==> images/clock_map.png <==
Bar = 20 um.
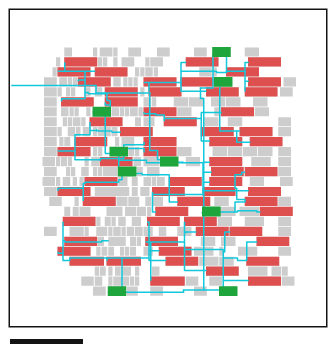
==> images/zoom.png <==
Window x 23 to 63, y 6 to 46 um. Cells in grey, sequential cells in the stronger grey; small squares are vias.
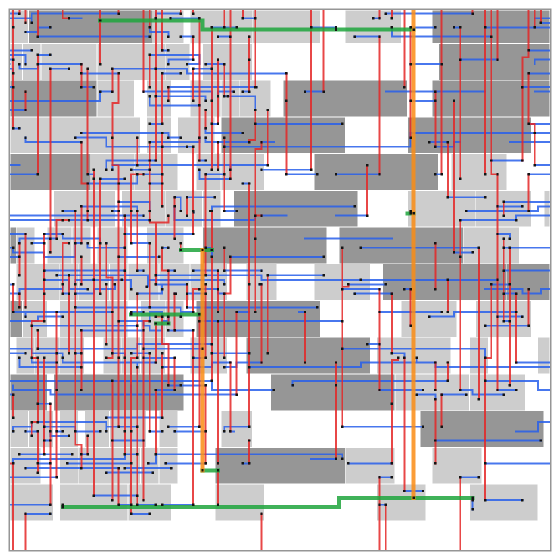
==> images/metal_stack.png <==
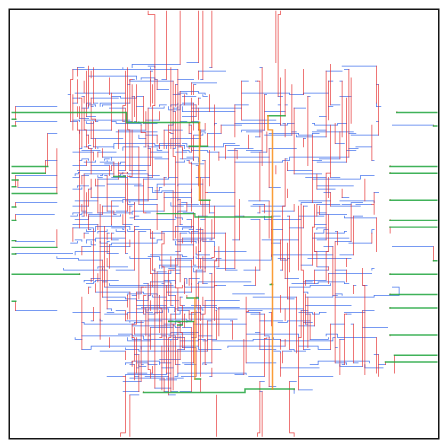
==> images/met3.png <==
Bar = 20 um.
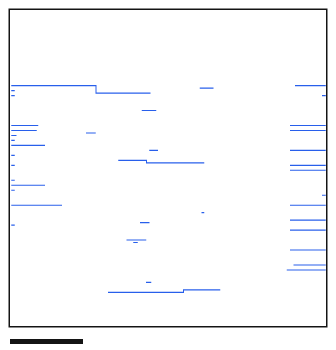
==> images/final_placement.png <==
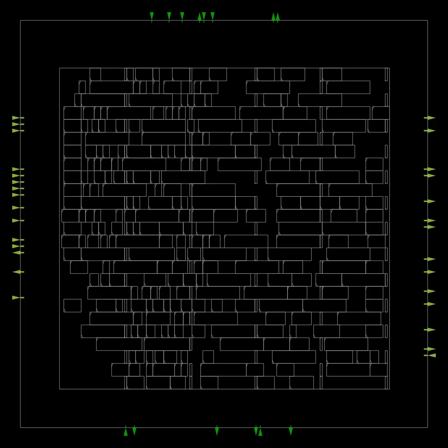
`src/rtl/hera_spi_pkg.sv`:
```
// Shared definitions for the HERA SPI link. The memory manager's responder
// imports the same SPI mode constants.
package hera_spi_pkg;

  typedef enum logic [2:0] {
    ST_IDLE,
    ST_SHIFT,
    ST_CHAINED,
    ST_HOLD,
    ST_GAP
  } spi_state_e;

  localparam int DEFAULT_WORD_BITS = 16;

  // Mode 0: SCK idles low, data is captured on the rising half of each bit.
  localparam logic SPI_CPOL = 1'b0;
  localparam logic SPI_CPHA = 1'b0;

  // Width of a counter that must hold values 0..n-1 (at least one bit).
  function automatic int cnt_width(input int n);
    return (n > 1) ? $clog2(n) : 1;
  endfunction

endpackage

```
`src/rtl/hera_spi_tick.sv`:
```
// DIV-cycle down-counter for the SPI initiator; tick_o marks the last clk
// cycle of each SCK half-period. restart_i realigns the phase to a new bit.
module hera_spi_tick
  import hera_spi_pkg::*;
#(
  parameter int DIV = 4
) (
  input  logic clk,
  input  logic reset,
  input  logic restart_i,
  input  logic en_i,
  output logic tick_o
);

  localparam int CW = cnt_width(DIV);
  localparam logic [CW-1:0] RELOAD = CW'(DIV - 1);

  logic [CW-1:0] cnt_q;
  logic [CW-1:0] cnt_d;

  always_comb begin
    cnt_d = cnt_q;
    if (restart_i) begin
      cnt_d = RELOAD;
    end else if (en_i) begin
      cnt_d = (cnt_q == '0) ? RELOAD : cnt_q - CW'(1);
    end
  end

  always_ff @(posedge clk or negedge reset) begin
    if (!reset) begin
      cnt_q <= RELOAD;
    end else begin
      cnt_q <= cnt_d;
    end
  end

  assign tick_o = en_i && (cnt_q == '0);

endmodule

```
`src/rtl/hera_spi_initiator.sv`:
```
// HERA SPI initiator: mode-0 master shifting WORD_BITS-bit words MSB first,
// with CS framing, word chaining and a valid/ready word handshake.
module hera_spi_initiator
  import hera_spi_pkg::*;
#(
  parameter int WORD_BITS = DEFAULT_WORD_BITS,
  parameter int DIV       = 4,
  parameter int CS_GAP    = 2
) (
  input  logic                 clk,
  input  logic                 reset,
  input  logic [WORD_BITS-1:0] tx_data,
  input  logic                 tx_last,
  input  logic                 tx_valid,
  output logic                 tx_ready,
  output logic [WORD_BITS-1:0] rx_data,
  output logic                 rx_valid,
  output logic                 busy,
  output logic                 spi_clk,
  output logic                 spi_mosi,
  input  logic                 spi_miso,
  output logic                 spi_cs
);

  localparam int BW = cnt_width(WORD_BITS);
  localparam int GW = cnt_width(CS_GAP);
  localparam logic [BW-1:0] LAST_BIT = BW'(WORD_BITS - 1);
  localparam logic [GW-1:0] GAP_LOAD = GW'(CS_GAP - 1);

  spi_state_e           state_q;
  logic [WORD_BITS-1:0] tx_shift_q;
  logic [WORD_BITS-2:0] rx_shift_q;
  logic [WORD_BITS-1:0] rx_data_q;
  logic [WORD_BITS-1:0] rx_word_d;
  logic [BW-1:0]        bit_cnt_q;
  logic [GW-1:0]        gap_cnt_q;
  logic                 last_q;
  logic                 sck_q;
  logic                 cs_q;
  logic                 rx_valid_q;
  logic                 busy_q;

  logic accept;
  logic tick_en;
  logic phase_tick;
  logic final_fall;

  assign tx_ready   = (state_q == ST_IDLE) || (state_q == ST_CHAINED);
  assign accept     = tx_valid && tx_ready;
  assign tick_en    = (state_q == ST_SHIFT) || (state_q == ST_HOLD);
  assign final_fall = (state_q == ST_SHIFT) && phase_tick && sck_q && (bit_cnt_q == LAST_BIT);
  assign rx_word_d  = {rx_shift_q, spi_miso};

  // Restart on the last fall too, so the HOLD interval is exactly DIV cycles.
  hera_spi_tick #(
    .DIV(DIV)
  ) u_tick (
    .clk      (clk),
    .reset    (reset),
    .restart_i(accept || final_fall),
    .en_i     (tick_en),
    .tick_o   (phase_tick)
  );

  always_ff @(posedge clk or negedge reset) begin
    if (!reset) begin
      state_q    <= ST_IDLE;
      tx_shift_q <= '0;
      rx_shift_q <= '0;
      rx_data_q  <= '0;
      bit_cnt_q  <= '0;
      gap_cnt_q  <= '0;
      last_q     <= 1'b0;
      sck_q      <= SPI_CPOL;
      cs_q       <= 1'b1;
      rx_valid_q <= 1'b0;
      busy_q     <= 1'b0;
    end else begin
      rx_valid_q <= 1'b0;
      case (state_q)
        ST_IDLE, ST_CHAINED: begin
          if (accept) begin
            state_q    <= ST_SHIFT;
            tx_shift_q <= tx_data;
            last_q     <= tx_last;
            bit_cnt_q  <= '0;
            sck_q      <= SPI_CPOL;
            cs_q       <= 1'b0;
            busy_q     <= 1'b1;
          end
        end
        ST_SHIFT: begin
          if (phase_tick) begin
            if (!sck_q) begin
              sck_q <= 1'b1;
            end else begin
              // Falling edge: capture at the end of the high phase, then advance MOSI.
              sck_q      <= 1'b0;
              rx_shift_q <= rx_word_d[WORD_BITS-2:0];
              if (bit_cnt_q == LAST_BIT) begin
                rx_data_q  <= rx_word_d;
                rx_valid_q <= 1'b1;
                state_q    <= last_q ? ST_HOLD : ST_CHAINED;
              end else begin
                bit_cnt_q  <= bit_cnt_q + BW'(1);
                tx_shift_q <= {tx_shift_q[WORD_BITS-2:0], 1'b0};
              end
            end
          end
        end
        ST_HOLD: begin
          if (phase_tick) begin
            state_q   <= ST_GAP;
            cs_q      <= 1'b1;
            gap_cnt_q <= GAP_LOAD;
          end
        end
        ST_GAP: begin
          if (gap_cnt_q == '0) begin
            state_q <= ST_IDLE;
            busy_q  <= 1'b0;
          end else begin
            gap_cnt_q <= gap_cnt_q - GW'(1);
          end
        end
        default: state_q <= ST_IDLE;
      endcase
    end
  end

  assign rx_data  = rx_data_q;
  assign rx_valid = rx_valid_q;
  assign busy     = busy_q;
  assign spi_clk  = sck_q;
  assign spi_mosi = tx_shift_q[WORD_BITS-1];
  assign spi_cs   = cs_q;

endmodule

```
`config.mk`:
```
export PLATFORM = sky130hd
export DESIGN_NAME = hera_spi_initiator
export DESIGN_NICKNAME = d
export VERILOG_FILES = /design/src/rtl/hera_spi_pkg.sv /design/src/rtl/hera_spi_tick.sv /design/src/rtl/hera_spi_initiator.sv
export SDC_FILE = /design/constraint.sdc
export NUM_CORES = 1
export LEC_CHECK = 0
export CAP_MARGIN = 10
export CORE_MARGIN = 8
export CORE_UTILIZATION = 55
export CTS_CLUSTER_DIAMETER = 80
export DETAILED_ROUTE_END_ITERATION = 10
export PLACE_DENSITY = 0.88
export SYNTH_ARGS = -nofsm -noshare
export SYNTH_HDL_FRONTEND = slang
export SYNTH_SLANG_ARGS = --single-unit
```
`constraint.sdc`:
```
create_clock -name clk -period 5.7 [get_ports clk]
set_clock_uncertainty 0.15 [all_clocks]
set_input_delay 1.14 -clock clk [delete_from_list [all_inputs] [get_ports clk]]
set_output_delay 1.14 -clock clk [all_outputs]
set_load 0.005 [all_outputs]
```
==> flow_summary.yaml <==
# physical design summary
final_layout:
  fin_nets: 302
  seqCellArea_um2: 1560
power_and_ir_drop:
  p_leak_nw: 1.53
synth:
  yosys_warnings: 0
  synth.distinct_cells: 34
  synth.avg_cell_area_um2: 11.3
  yosys_area_um2: 2720
clock_tree:
  cts_tree: "done"
  cts_max_level: 3
  cts.hold.buffers_added: 0
  cts_buffer_depth: 2
sta:
  tns_ns: 0
  post-route-period-util_pct: 55.9
  worst_slew_margin_rel_pct: 13.7
routing:
  postRouteAntennaNets: 0
floorplanning:
  chipArea_um2: 7440
critical_path:
  critPathCaptureType: "flip-flop"
  worst-endpoint-required_ns: 5.68
placed_design:
  post-dp-hpwl_um: 3380
status:
  outcome: "completed"
global_routing:
  grt_max_degree: 63
  grt_pass1_vias: 1850
  overflow: 0
Back to the opening pictures, clock_map.png:
legend:
  flip-flops:
    colour: red
    count: 62
  cells driving clock nets:
    colour: green
    count: 9
  clock wires:
    colour: cyan
    length: 741 um
routed clock nets: 10
clock latency at the later pin of the worst-skew pair: 0.33 ns
Power Clock: 0.000327 W
clock share of power: 24.8%

Back to the opening pictures, zoom.png:
legend:
  met1:
    colour: blue
  met2:
    colour: red
  met3:
    colour: green
  met4:
    colour: orange
netlist names of flops here include: rx_shift_q (9), state_q (3), rx_data (2)
sequential cells in the window: 20
most frequent: dfrtp_1 (18), mux2_2 (9), nor2_1 (7)
cells with their middle in the window: 102

Back to the opening pictures, metal_stack.png:
legend:
  met4:
    colour: orange
    wire_length: 88.0 um
  met2:
    colour: red
    wire_length: 2390 um
  met1:
    colour: blue
    wire_length: 2270 um
  met3:
    colour: green
    wire_length: 281 um
Vias: 1852
WL per Instance: 14.3 um
GRT Total Usage: 14.8%

Back to the opening pictures, met3.png:
longest straight run: 23.0 um
nets with wire on the layer: 35
share of all routed wire: 5.6%
wire length on this layer: 281 um
main direction: horizontal

Back to the opening pictures, final_placement.png:
cell row count: 25
core area: 4750 um^2

## worst max-delay path, stage by stage
cell             delay (ns)
clkdlybuf4s50_1        0.56
nand2b_1               0.18
a221oi_4               1.08
a31oi_1                0.20
## layout by cell type, fill, tap and decap left out, types with 2 or more instances in the layout
| cell | count |
|---|---|
| nand2_1 | 36 |
| dfstp_2 | 3 |
| ha_1 | 2 |
| mux2i_1 | 2 |
| nor3_1 | 2 |
| a21oi_1 | 5 |
| and3_1 | 4 |
| nor2_1 | 22 |
| a31oi_1 | 17 |
| nand2b_1 | 3 |
| clkdlybuf4s50_1 | 41 |
| o21ai_0 | 8 |
| dfrtp_1 | 59 |
| clkinv_2 | 3 |
| clkbuf_1 | 2 |
| inv_1 | 9 |
| mux2_2 | 26 |
| clkbuf_8 | 10 |
| o31ai_1 | 2 |
| nand3_1 | 4 |
| mux2_4 | 7 |
## logic make-up (layout without fill, tap and decap cells)
| family | after synthesis | after routing | share of synthesized area [%] |
|---|---|---|---|
| AND-OR/OR-AND | 39 | 39 | 8.89 |
| XOR/XNOR | 1 | 1 | 0.323 |
| adder cells (fa/ha/maj) | 2 | 2 | 0.922 |
| buffers and inverters | 24 | 68 | 4.42 |
| flip-flops | 62 | 62 | 57.3 |
| multiplexers | 35 | 35 | 15.4 |
| AND/OR/NAND/NOR | 77 | 77 | 12.8 |
## registers in the layout, summed over array words and instances (netlist names)
register	flops
spi_cs	1
last_q	1
busy	1
tx_shift_q	16
spi_clk	1
gap_cnt_q	1
rx_shift_q	15
rx_valid	1
state_q	3
rx_data	16
bit_cnt_q	4
u_tick.cnt_q	2
## final cells by class
cell class	count	share of cell area, %
Clock buffer	12	4.37
Clock inverter	4	0.678
Inverter	9	1.02
Multi-Input combinational cell	154	31.8
Sequential cell	62	46.8
Tap cell	67	2.52
Timing Repair Buffer	43	12.7
## stage by stage
step / utilization, % / hold slack [ns]
after floorplan: - / 0.325
final: 69.8 / 0.356
after detailed placement: 66.3 / 0.346
after global placement: 66.3 / 0.337
after global routing: 69.8 / 0.377
after CTS: 69.8 / 0.361
## power breakdown
part	internal [W]	total, W	switching (W)
logic	0.000171	0.000370	0.000199
registers	0.000543	0.000622	0.0000791
clock network	0.000168	0.000327	0.000159
## path summary, 6_finish.rpt
path,slack (ns),depth (start not counted),end
worst min register to register,0.36,1,rx_data[7]
max in group asynchronous,4.09,2,tx_shift_q[15]
worst max-delay path,2.51,4,tx_shift_q[5]
worst max register to register,3.01,6,rx_data[14]
min in group asynchronous,0.81,2,rx_data[1]
worst min-delay path,0.36,1,rx_data[7]
## per-layer routing
layer  part of all wire (%)  track usage, %  vias to the layer above
met5                      0               0                        -
met4                    1.7            7.36                        0
met1                     45            18.3                      892
met2                     48            22.3                       46
li1                       -               -                      906
met3                    5.6            5.20                        8
Power is estimated from default activity; no workload was simulated.
